Placement view:
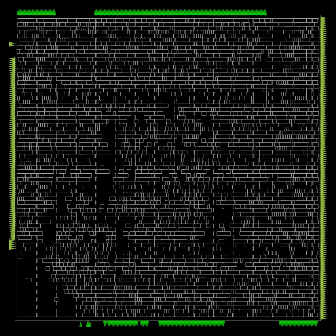
Cell classes on the final placement:
(1.5 px per um)
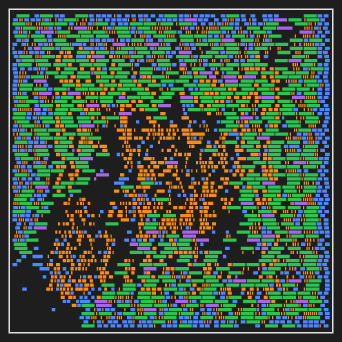
File: config.mk
export PLATFORM = sky130hd
export DESIGN_NAME = ps2_line_assembler
export DESIGN_NICKNAME = d
export VERILOG_FILES = /design/src/rtl/ps2_pkg.sv /design/src/rtl/scancode_to_ascii.sv /design/src/rtl/ps2_line_assembler.sv
export SDC_FILE = /design/constraint.sdc
export NUM_CORES = 1
export LEC_CHECK = 0
export CAP_MARGIN = 20
export CORE_UTILIZATION = 50
export DETAILED_ROUTE_END_ITERATION = 12
export HOLD_SLACK_MARGIN = 0.1
export PLACE_DENSITY = 0.83
export RECOVER_POWER = 50
export SLEW_MARGIN = 20
export SYNTH_ARGS = -nofsm -noshare
export SYNTH_HDL_FRONTEND = slang
export SYNTH_HIERARCHICAL = 1
export SYNTH_SLANG_ARGS = --single-unit
File: constraint.sdc
create_clock -name clock -period 4.5 [get_ports clock]
set_clock_uncertainty 0.1 [all_clocks]
set_input_delay 0.675 -clock clock [delete_from_list [all_inputs] [get_ports clock]]
set_output_delay 0.675 -clock clock [all_outputs]
set_load 0.01 [all_outputs]
File: src/rtl/ps2_pkg.sv
// Shared constants for the PS/2 line assembler: scan codes, decoder states and line geometry.
package ps2_pkg;

  localparam int         LINE_CHARS = 32;
  localparam logic [7:0] FILL_CHAR  = 8'h20;

  localparam logic [7:0] SC_BREAK     = 8'hF0;
  localparam logic [7:0] SC_EXTEND    = 8'hE0;
  localparam logic [7:0] SC_ENTER     = 8'h5A;
  localparam logic [7:0] SC_BACKSPACE = 8'h66;
  localparam logic [7:0] SC_LSHIFT    = 8'h12;
  localparam logic [7:0] SC_RSHIFT    = 8'h59;

  typedef enum logic [1:0] {
    ST_IDLE,
    ST_BRK,
    ST_EXT,
    ST_EXT_BRK
  } decode_state_t;

  function automatic logic is_shift(input logic [7:0] code);
    return (code == SC_LSHIFT) || (code == SC_RSHIFT);
  endfunction

endpackage

File: src/rtl/scancode_to_ascii.sv
// Combinational lookup from a PS/2 set-2 make code to printable ASCII.
module scancode_to_ascii (
  input  logic [7:0] code,
  input  logic       shift,
  output logic [7:0] ascii,
  output logic       valid
);

  always_comb begin
    ascii = 8'h00;
    valid = 1'b1;
    case (code)
      8'h1C: ascii = shift ? "A" : "a";
      8'h32: ascii = shift ? "B" : "b";
      8'h21: ascii = shift ? "C" : "c";
      8'h23: ascii = shift ? "D" : "d";
      8'h24: ascii = shift ? "E" : "e";
      8'h2B: ascii = shift ? "F" : "f";
      8'h34: ascii = shift ? "G" : "g";
      8'h33: ascii = shift ? "H" : "h";
      8'h43: ascii = shift ? "I" : "i";
      8'h3B: ascii = shift ? "J" : "j";
      8'h42: ascii = shift ? "K" : "k";
      8'h4B: ascii = shift ? "L" : "l";
      8'h3A: ascii = shift ? "M" : "m";
      8'h31: ascii = shift ? "N" : "n";
      8'h44: ascii = shift ? "O" : "o";
      8'h4D: ascii = shift ? "P" : "p";
      8'h15: ascii = shift ? "Q" : "q";
      8'h2D: ascii = shift ? "R" : "r";
      8'h1B: ascii = shift ? "S" : "s";
      8'h2C: ascii = shift ? "T" : "t";
      8'h3C: ascii = shift ? "U" : "u";
      8'h2A: ascii = shift ? "V" : "v";
      8'h1D: ascii = shift ? "W" : "w";
      8'h22: ascii = shift ? "X" : "x";
      8'h35: ascii = shift ? "Y" : "y";
      8'h1A: ascii = shift ? "Z" : "z";
      // US-layout shifted symbols on the digit row
      8'h45: ascii = shift ? ")" : "0";
      8'h16: ascii = shift ? "!" : "1";
      8'h1E: ascii = shift ? "@" : "2";
      8'h26: ascii = shift ? "#" : "3";
      8'h25: ascii = shift ? "$" : "4";
      8'h2E: ascii = shift ? "%" : "5";
      8'h36: ascii = shift ? "^" : "6";
      8'h3D: ascii = shift ? "&" : "7";
      8'h3E: ascii = shift ? "*" : "8";
      8'h46: ascii = shift ? "(" : "9";
      8'h29: ascii = " ";
      8'h4E: ascii = shift ? "_" : "-";
      8'h49: ascii = shift ? ">" : ".";
      8'h41: ascii = shift ? "<" : ",";
      default: valid = 1'b0;
    endcase
  end

endmodule

File: src/rtl/ps2_line_assembler.sv
// Decodes a PS/2 scan-code byte stream into an editable text line, committed on Enter.
module ps2_line_assembler #(
  parameter int         LINE_CHARS = ps2_pkg::LINE_CHARS,
  parameter logic [7:0] FILL_CHAR  = ps2_pkg::FILL_CHAR
) (
  input  logic         clock,
  input  logic         resetn,
  input  logic [7:0]   ps2_key_data,
  input  logic         ps2_key_pressed,
  output logic [255:0] ps2_line_content,
  output logic         ps2_line_ready,
  output logic [255:0] edit_line,
  output logic [5:0]   edit_len,
  output logic         overflow
);

  import ps2_pkg::*;

  localparam logic [5:0]   MAX_LEN   = 6'(LINE_CHARS);
  localparam logic [255:0] FILL_LINE = {32{FILL_CHAR}};

  decode_state_t state;
  logic          shift_held;
  logic [7:0]    map_ascii;
  logic          map_valid;
  logic [5:0]    len_dec;

  assign len_dec = edit_len - 6'd1;

  scancode_to_ascii u_map (
    .code  (ps2_key_data),
    .shift (shift_held),
    .ascii (map_ascii),
    .valid (map_valid)
  );

  // Decoder and line editor share one process so every strobe completes in its own cycle.
  always_ff @(posedge clock or negedge resetn) begin
    if (!resetn) begin
      state            <= ST_IDLE;
      shift_held       <= 1'b0;
      edit_len         <= 6'd0;
      edit_line        <= FILL_LINE;
      ps2_line_content <= FILL_LINE;
      ps2_line_ready   <= 1'b0;
      overflow         <= 1'b0;
    end else begin
      ps2_line_ready <= 1'b0;
      overflow       <= 1'b0;
      if (ps2_key_pressed) begin
        case (state)
          ST_IDLE: begin
            if (ps2_key_data == SC_BREAK) begin
              state <= ST_BRK;
            end else if (ps2_key_data == SC_EXTEND) begin
              state <= ST_EXT;
            end else if (is_shift(ps2_key_data)) begin
              shift_held <= 1'b1;
            end else if (ps2_key_data == SC_ENTER) begin
              ps2_line_content <= edit_line;
              ps2_line_ready   <= 1'b1;
              edit_line        <= FILL_LINE;
              edit_len         <= 6'd0;
            end else if (ps2_key_data == SC_BACKSPACE) begin
              if (edit_len != 6'd0) begin
                edit_line[{len_dec[4:0], 3'b000} +: 8] <= FILL_CHAR;
                edit_len <= len_dec;
              end
            end else if (map_valid) begin
              if (edit_len < MAX_LEN) begin
                edit_line[{edit_len[4:0], 3'b000} +: 8] <= map_ascii;
                edit_len <= edit_len + 6'd1;
              end else begin
                overflow <= 1'b1;
              end
            end
          end
          ST_BRK: begin
            if (is_shift(ps2_key_data)) shift_held <= 1'b0;
            state <= ST_IDLE;
          end
          ST_EXT: begin
            state <= (ps2_key_data == SC_BREAK) ? ST_EXT_BRK : ST_IDLE;
          end
          default: begin
            state <= ST_IDLE;
          end
        endcase
      end
    end
  end

endmodule

==> impl_summary.log <==
[metrics] run summary
INFO  metric status = complete, but fails checks
INFO  metric failing_checks = capacitance limit, slew limit
INFO  metric timing_max_transition_violations_final = 105
INFO  metric cp.arrival = 4.43 ns
INFO  metric fp_density = 50.9%
INFO  metric regToRegSetupSlack = 0.78 ns
INFO  metric cts_tree = yes
INFO  metric antenna-diode-count = 0
INFO  metric fin_hold_ws = 0.356 ns
INFO  metric final_layout_size_suffix_gt1_share = 12.1%
INFO  metric synth.cells.most_frequent = nand2_1, dfrtp_1, a22o_1, clkbuf_1, nor2_1
INFO  metric max_freq = 250 MHz
INFO  metric top_area_share = 50.8%
INFO  metric worstPathMaxFanout = 16
INFO  metric final_layout_top_logic_cell = nand2_1
INFO  metric synth.yosys.seq_area_share = 58.2%
INFO  metric cap_viol_max_count = 1
INFO  metric synth.ff_latch_count = 523
INFO  metric power.largest_group = sequential cells
INFO  metric sequentialPower = 5200 uW
INFO  metric timing.critical_path.required = 4.92 ns
INFO  metric synth.top_cells.by_area = dfrtp_1, nand2_1, dfstp_2, a22o_1, o2bb2ai_1
INFO  metric largest_registers = edit_line x256, ps2_line_content x256, edit_len x6
INFO  metric clock_sink_count = 523
INFO  metric layout.core_utilization = 69.6%
INFO  metric layout-area-overhead-vs-synth = 36.8%
INFO  metric p_comb_share = 25.7%
INFO  metric post_detailed_placement_cell_area = 29300 um2
INFO  metric critical_path.startpoint_type = input pin
INFO  metric internal_power = 8570 uW
INFO  metric drt-total-wl = 81.3 mm
INFO  metric mappedNetlistArea = 22600 um2
INFO  metric met1_usage = 45.7%
INFO  metric cp_num_cells = 13
INFO  metric cts_root_buffer = clkbuf_16
INFO  metric hold_path_depth = 2
INFO  metric ff_type = dfrtp_1
Notes on 'placement view' above:
placeable core region: 44400 um2
number of tap cells added at floorplan: 592
Finished Layout Cells: 3460
count of fill cells added during filler insertion: 3262

Notes on 'cell classes on the final placement' above:
Key: other buffers and delay cells = blue [cells 672]; clock drivers and dummy loads = purple [cells 98]; flip-flops = green [cells 523]; all other logic = orange [cells 1575]

## logic make-up (layout without fill, tap and decap cells)
| kind of cell | Yosys count | after routing | share of synthesized area, % |
|---|---|---|---|
| buf+inv | 172 | 799 | 3.34 |
| flops | 523 | 523 | 58.2 |
| xor+xnor | 12 | 12 | 0.564 |
| simple gates | 1046 | 1046 | 19.6 |
| mux | 22 | 22 | 1.11 |
| other cells | 1 | 1 | 0.0166 |
| compound gates | 458 | 458 | 16.7 |
| fa+ha+maj | 7 | 7 | 0.387 |
## cell type report
type	instances	area share [%]
multi-input combinational	1546	28.2
inverter	29	0.376
timing repair buffer	672	21.0
sequential	523	42.6
clock buffer	84	4.93
clock inverter	14	0.526
tap	592	2.39
Power and IR drop assume default switching activity.
